[src/rtl/flag_vend_sequencer.sv]
// Passcode-gated flag streamer: collects code bytes from SW on BTNL presses, then either
// paces the flag ROM onto the display or enforces a timed lockout.
module flag_vend_sequencer #(
   parameter int unsigned CODE_LEN    = 4,
   parameter logic [31:0] CODE        = 32'h5952_4147,
   parameter int unsigned FLAG_LEN    = 32,
   parameter int unsigned HOLD_CYCLES = 2,
   parameter int unsigned LOCK_CYCLES = 8,
   parameter int unsigned ADDR_W      = 8
) (
   input  logic              clk,
   input  logic              rst,
   input  logic [7:0]        SW,
   input  logic              BTNL,
   output logic [ADDR_W-1:0] rom_addr,
   input  logic [7:0]        rom_data,
   output logic [7:0]        disp,
   output logic              busy,
   output logic              locked
);

   localparam int unsigned CNT_W  = 3;
   localparam int unsigned HCNT_W = (HOLD_CYCLES > 1) ? $clog2(HOLD_CYCLES) : 1;
   localparam int unsigned LCNT_W = (LOCK_CYCLES > 1) ? $clog2(LOCK_CYCLES) : 1;

   typedef enum logic [2:0] {
      S_IDLE, S_CHECK, S_FETCH, S_SHOW, S_DONE, S_LOCK
   } state_t;

   state_t              state_q, state_d;
   logic                s1, s2, press;
   logic [CNT_W-1:0]    cnt_q, cnt_d;
   logic [7:0]          entry_q [4];
   logic [7:0]          entry_d [4];
   logic [ADDR_W-1:0]   idx_q, idx_d, rom_addr_d;
   logic [HCNT_W-1:0]   hcnt_q, hcnt_d;
   logic [LCNT_W-1:0]   lcnt_q, lcnt_d;
   logic [7:0]          disp_d;
   logic                busy_d, locked_d, match;

   // One pulse per synchronized rising edge of the button.
   assign press = s1 & ~s2;

   // Only the first CODE_LEN slots take part in the comparison.
   always_comb begin
      match = 1'b1;
      for (int i = 0; i < 4; i++) begin
         if (i < int'(CODE_LEN) && entry_q[i] != CODE[8*i +: 8]) match = 1'b0;
      end
   end

   always_comb begin
      state_d    = state_q;
      cnt_d      = cnt_q;
      entry_d    = entry_q;
      idx_d      = idx_q;
      hcnt_d     = hcnt_q;
      lcnt_d     = lcnt_q;
      rom_addr_d = rom_addr;
      disp_d     = disp;
      unique case (state_q)
         S_IDLE: begin
            if (press) begin
               entry_d[cnt_q[1:0]] = SW;
               cnt_d               = cnt_q + CNT_W'(1);
               if (cnt_d == CNT_W'(CODE_LEN)) state_d = S_CHECK;
            end
            disp_d = 8'(cnt_d);
         end
         S_CHECK: begin
            cnt_d   = '0;
            entry_d = '{default: '0};
            if (match) begin
               idx_d      = '0;
               rom_addr_d = '0;
               state_d    = S_FETCH;
            end else begin
               lcnt_d  = LCNT_W'(LOCK_CYCLES - 1);
               disp_d  = 8'hEE;
               state_d = S_LOCK;
            end
         end
         S_FETCH: begin
            disp_d  = rom_data;
            hcnt_d  = HCNT_W'(HOLD_CYCLES - 1);
            state_d = S_SHOW;
         end
         S_SHOW: begin
            if (hcnt_q != '0) begin
               hcnt_d = hcnt_q - HCNT_W'(1);
            end else if (idx_q == ADDR_W'(FLAG_LEN - 1)) begin
               disp_d  = 8'hFF;
               state_d = S_DONE;
            end else begin
               idx_d      = idx_q + ADDR_W'(1);
               rom_addr_d = idx_d;
               state_d    = S_FETCH;
            end
         end
         S_DONE: begin
            disp_d = 8'hFF;
            if (press) begin
               disp_d  = 8'h00;
               state_d = S_IDLE;
            end
         end
         S_LOCK: begin
            disp_d = 8'hEE;
            if (lcnt_q == '0) begin
               disp_d  = 8'h00;
               state_d = S_IDLE;
            end else begin
               lcnt_d = lcnt_q - LCNT_W'(1);
            end
         end
         default: state_d = S_IDLE;
      endcase
      busy_d   = (state_d == S_CHECK) || (state_d == S_FETCH) || (state_d == S_SHOW);
      locked_d = (state_d == S_LOCK);
   end

   always_ff @(posedge clk or posedge rst) begin
      if (rst) begin
         state_q  <= S_IDLE;
         s1       <= 1'b0;
         s2       <= 1'b0;
         cnt_q    <= '0;
         entry_q  <= '{default: '0};
         idx_q    <= '0;
         hcnt_q   <= '0;
         lcnt_q   <= '0;
         rom_addr <= '0;
         disp     <= 8'h00;
         busy     <= 1'b0;
         locked   <= 1'b0;
      end else begin
         state_q  <= state_d;
         s1       <= BTNL;
         s2       <= s1;
         cnt_q    <= cnt_d;
         entry_q  <= entry_d;
         idx_q    <= idx_d;
         hcnt_q   <= hcnt_d;
         lcnt_q   <= lcnt_d;
         rom_addr <= rom_addr_d;
         disp     <= disp_d;
         busy     <= busy_d;
         locked   <= locked_d;
      end
   end

endmodule
[config.mk]
export PLATFORM = sky130hd
export DESIGN_NAME = flag_vend_sequencer
export DESIGN_NICKNAME = d
export VERILOG_FILES = /design/src/rtl/flag_vend_sequencer.sv
export SDC_FILE = /design/constraint.sdc
export NUM_CORES = 1
export LEC_CHECK = 0
export ABC_AREA = 1
export CAP_MARGIN = 20
export CELL_PAD_IN_SITES_DETAIL_PLACEMENT = 1
export CELL_PAD_IN_SITES_GLOBAL_PLACEMENT = 2
export CORE_MARGIN = 2
export CORE_UTILIZATION = 35
export DETAILED_ROUTE_END_ITERATION = 8
export GPL_TIMING_DRIVEN = 0
export PLACE_DENSITY_LB_ADDON = 0.1
export SLEW_MARGIN = 20
export SYNTH_ARGS = -nofsm -noshare
export SYNTH_HDL_FRONTEND = slang
export SYNTH_SLANG_ARGS = --single-unit
export TNS_END_PERCENT = 10
[constraint.sdc]
create_clock -name clk -period 4.2 [get_ports clk]
set_clock_uncertainty 0.05 [all_clocks]
set_input_delay 0.63 -clock clk [delete_from_list [all_inputs] [get_ports clk]]
set_output_delay 0.63 -clock clk [all_outputs]
set_load 0.005 [all_outputs]
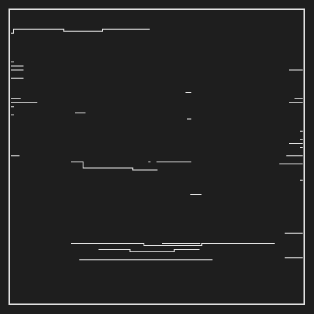
*Signal wires on met3*
(3 px per µm)
The layer carries 331 µm of wire. The wires run mostly horizontal. The longest straight run is 44.2 µm. 26 nets have wire on it. The layer holds 4.1% of the routed length.

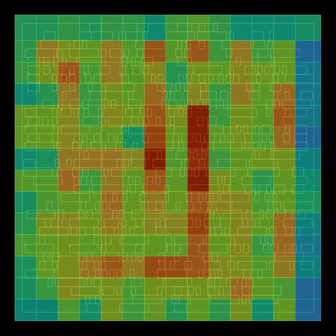
*Congestion heat map*
M3 GR Usage: 3.722%
M1 GR Usage: 26.24%

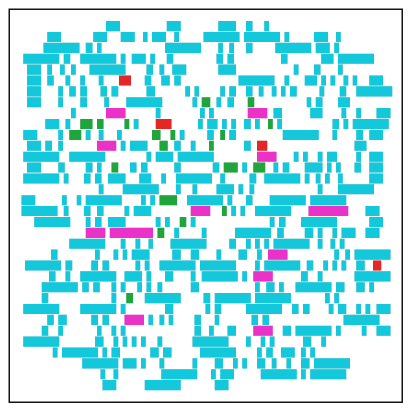
*Drive-strength map*
(4 px per µm)
Key: magenta = _6 and larger [cells 12, share 2.8%]; green = _2 cells [cells 20, share 4.6%]; cyan = _0 and _1 cells [cells 397, share 92%]; red = _3 and _4 cells [cells 4, share 0.92%]
bufs w/o clock: 44
design area: 3809 µm²

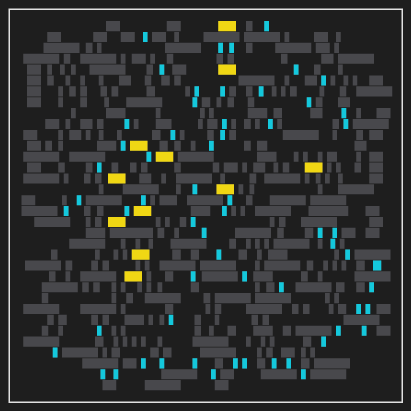
*Gate-type map*
(4 px per µm)
Key: yellow = fa/ha/maj cells [cells 11, most used ha_1]; cyan = inv cells [cells 61, most used inv_1]
Final Instance Count excl. Fillers: 541
fraction of area in multi-input gates: 33.44%
most frequent logic cell in the layout: nand2_1

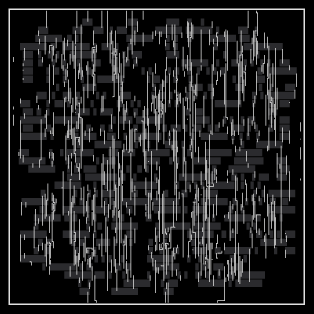
*The metal 2 layer*
(3 px per µm) Cells faint in the background.
387 nets have wire on it. The layer holds 43% of the routed length. The wires run mostly vertical. The longest straight run is 49.0 µm.

==> impl_metrics.env <==
# implementation run metrics
export IMPL_status="finished, final reports clean"
export IMPL_htree_num_levels=3
export IMPL_slowest_delay_ns=0.43
export IMPL_grt_start_max_net_pins=46
export IMPL_flop_cell="dfrtp_1"
export IMPL_ant_nets=0
export IMPL_die_x_um=97.87
export IMPL_cts_made_buffers=9
export IMPL_vias_per_cell=4.963
export IMPL_wl_per_cell_um=15.02
export IMPL_die_h_um=97.87
export IMPL_setup_tns_ns=0
export IMPL_drv_slew=0
export IMPL_top_area_cell="dfrtp_1"
export IMPL_antenna_cells=0
export IMPL_gp_congestion=0.7805
export IMPL_ys_seq_share_pct=50.30
export IMPL_edf_count=0
export IMPL_worstPathArrival_ns=2.19
export IMPL_relSlewSlack_pct=70.57
export IMPL_finalHoldViolCount=0
export IMPL_leakagePower_nw=1.816
export IMPL_critPathMostFrequentCell="nand2_1"
export IMPL_grtUsageTotal_pct=18.17
export IMPL_cts_root_buf="clkbuf_8"
export IMPL_post_cts_buffers=0
export IMPL_critical_path_cell_chain="ha_1, nand2_1, nor2_1, nand3_1, nand2_1, nand3_2, buf_2, nand2_1, o21ai_1"
export IMPL_period_needed_ns=2.016
export IMPL_yosys_area_um2=3084
export IMPL_top_cell_area_share_pct=50.30
export IMPL_ir_drop_mv=0.2506
export IMPL_path_buffers=1
export IMPL_grt_pass1_vias=2738
export IMPL_routed_wl_mm=8.127
export IMPL_drive_gt1_share_pct=8.314
export IMPL_rows=34
export IMPL_drt_pass1_iter_count=4
export IMPL_drc_errors=0
export IMPL_core_area_um2=8636
export IMPL_synth_flops=62
export IMPL_async_reset_ff_share_pct=100.0
export IMPL_tritoncts="built"
export IMPL_area_growth_pct=23.49
export IMPL_syn_avg_cell_area_um2=8.116
export IMPL_end_kind="flip-flop"
export IMPL_overflow=0
export IMPL_maxCapViolCount=0
export IMPL_period_used_pct=48.01
export IMPL_nNetsFinal=458
export IMPL_powerDensity_nw_per_um2=577.2
export IMPL_setup_worst_path_start_class="flip-flop"
export IMPL_io_buffers=36
export IMPL_synth_cell_types=25
export IMPL_grt_pass1_wl_mm=13.75
export IMPL_ios=37
export IMPL_rsz0062_at_grt="no"
export IMPL_netlist_instances=380
export IMPL_netlist_area_um2=3084
export IMPL_tightest_slew_ns=0.4379
export IMPL_warnings=31
export IMPL_hp_class="flip-flop to flip-flop"
export IMPL_num_vias=2685
export IMPL_fmax_mhz=496.0
export IMPL_critPathTopFamily="simple AND/OR/NAND/NOR gates"
export IMPL_clock_sinks=62
export IMPL_worstPathMaxFanout=10
export IMPL_ys_cells=380
export IMPL_final_core_util_pct=44.10
export IMPL_cts_buffer_depth=2
export IMPL_cts_hold_buffers=0
export IMPL_setup_violations=0
export IMPL_fp_nets=410
export IMPL_dp_hpwl_mm=5.957
export IMPL_fp_util_pct=35.71
export IMPL_path_class="flip-flop to flip-flop"
export IMPL_grt_antenna_before_repair=0
export IMPL_clk_pin_slew_worst_paths_ns=0.07
export IMPL_worstSkewPairLatency_ns=0.35
export IMPL_synthTopCellsByArea="dfrtp_1, nand2_1, inv_1"
export IMPL_required_ns=4.37
export IMPL_yosysWarnings=0
export IMPL_critPathSlowestCell="dfrtp_1"
report_power, final:
part	switching (mW)	total, mW	internal [mW]
clock network	0.252	0.540	0.288
logic	0.437	0.749	0.312
registers	0.109	0.909	0.801
cell usage after synthesis (5+ instances only):
library cell / instances
xor2_1: 6
o21ai_1: 11
a21oi_1: 5
inv_2: 6
nand2_1: 87
nor2_1: 36
o22ai_1: 21
nand3_1: 28
inv_1: 55
o21ai_0: 28
dfrtp_1: 62
ha_1: 11
layout by cell type (no fill, tap or decap), types with 2 or more instances in the layout:
cell | Yosys | routed
nand2_1 | 87 | 87
dfrtp_1 | 62 | 62
inv_1 | 55 | 54
nor2_1 | 36 | 36
clkdlybuf4s50_1 | 0 | 36
nand3_1 | 28 | 28
o21ai_0 | 28 | 28
o22ai_1 | 21 | 21
o21ai_1 | 11 | 11
ha_1 | 11 | 11
clkbuf_8 | 0 | 10
inv_2 | 6 | 6
xor2_1 | 6 | 6
a21oi_1 | 5 | 5
clkbuf_1 | 4 | 4
nand4_1 | 4 | 4
nor2_2 | 3 | 3
buf_2 | 3 | 3
clkinv_2 | 0 | 3
a31o_2 | 2 | 2
sequential cells by signal, indices dropped and copies added (netlist names):
register / cells
disp: 8
busy: 1
entry_q: 32
lcnt_q: 3
s1: 1
s2: 1
hcnt_q: 1
cnt_q: 3
idx_q: 8
state_q: 3
locked: 1
final cells by class:
cell class              count  area [µm²]
clock inverters             6       61.31
repair buffers             37       387.9
multi-input cells         250        1274
well taps                 108       135.1
inverters                  61       231.5
fillers                  1065        4827
plain buffers               7       30.03
flip-flops and latches     62        1551
clock buffers              10       137.6
path summary, 6_finish.rpt:
| kind | end | cells past startpoint | startpoint | slack (ns) |
|---|---|---|---|---|
| worst min-delay path | s2 | 0 | s1 | 0.34 |
| min in group asynchronous | entry_q[1] | 2 | rst | 0.52 |
| worst max register to register | disp[7] | 9 | idx_q[0] | 2.18 |
| max in group asynchronous | s2 | 3 | rst | 3.06 |
| worst max-delay path | disp[7] | 9 | idx_q[0] | 2.18 |
| worst min register to register | s2 | 0 | s1 | 0.34 |
metal layers:
layer	track usage (%)	up-vias	routed length, µm
met3	3.722	9	330
met4	6.090	0	115
met5	0	-	0
met1	26.24	1310	4201
met2	27.29	40	3479
li1	-	1326	-
logic make-up after synthesis:
group / after synthesis / synth area share (%)
compound gates: 69 / 12.49
xor+xnor: 6 / 1.704
fa+ha+maj: 11 / 4.462
buf+inv: 68 / 8.397
flops: 62 / 50.30
simple gates: 164 / 22.64
through the flow:
step	area (µm²)	worst slack, ns	hold WS [ns]	instances
2_1_floorplan	3084	1.979	0.3040	380
3_3_place_gp	3580	0.7202	0.3119	524
3_5_place_dp	3610	2.203	0.3201	525
4_1_cts	3809	2.183	0.3402	541
5_1_grt	3809	1.996	0.3505	541
6_report	3809	2.184	0.3373	541
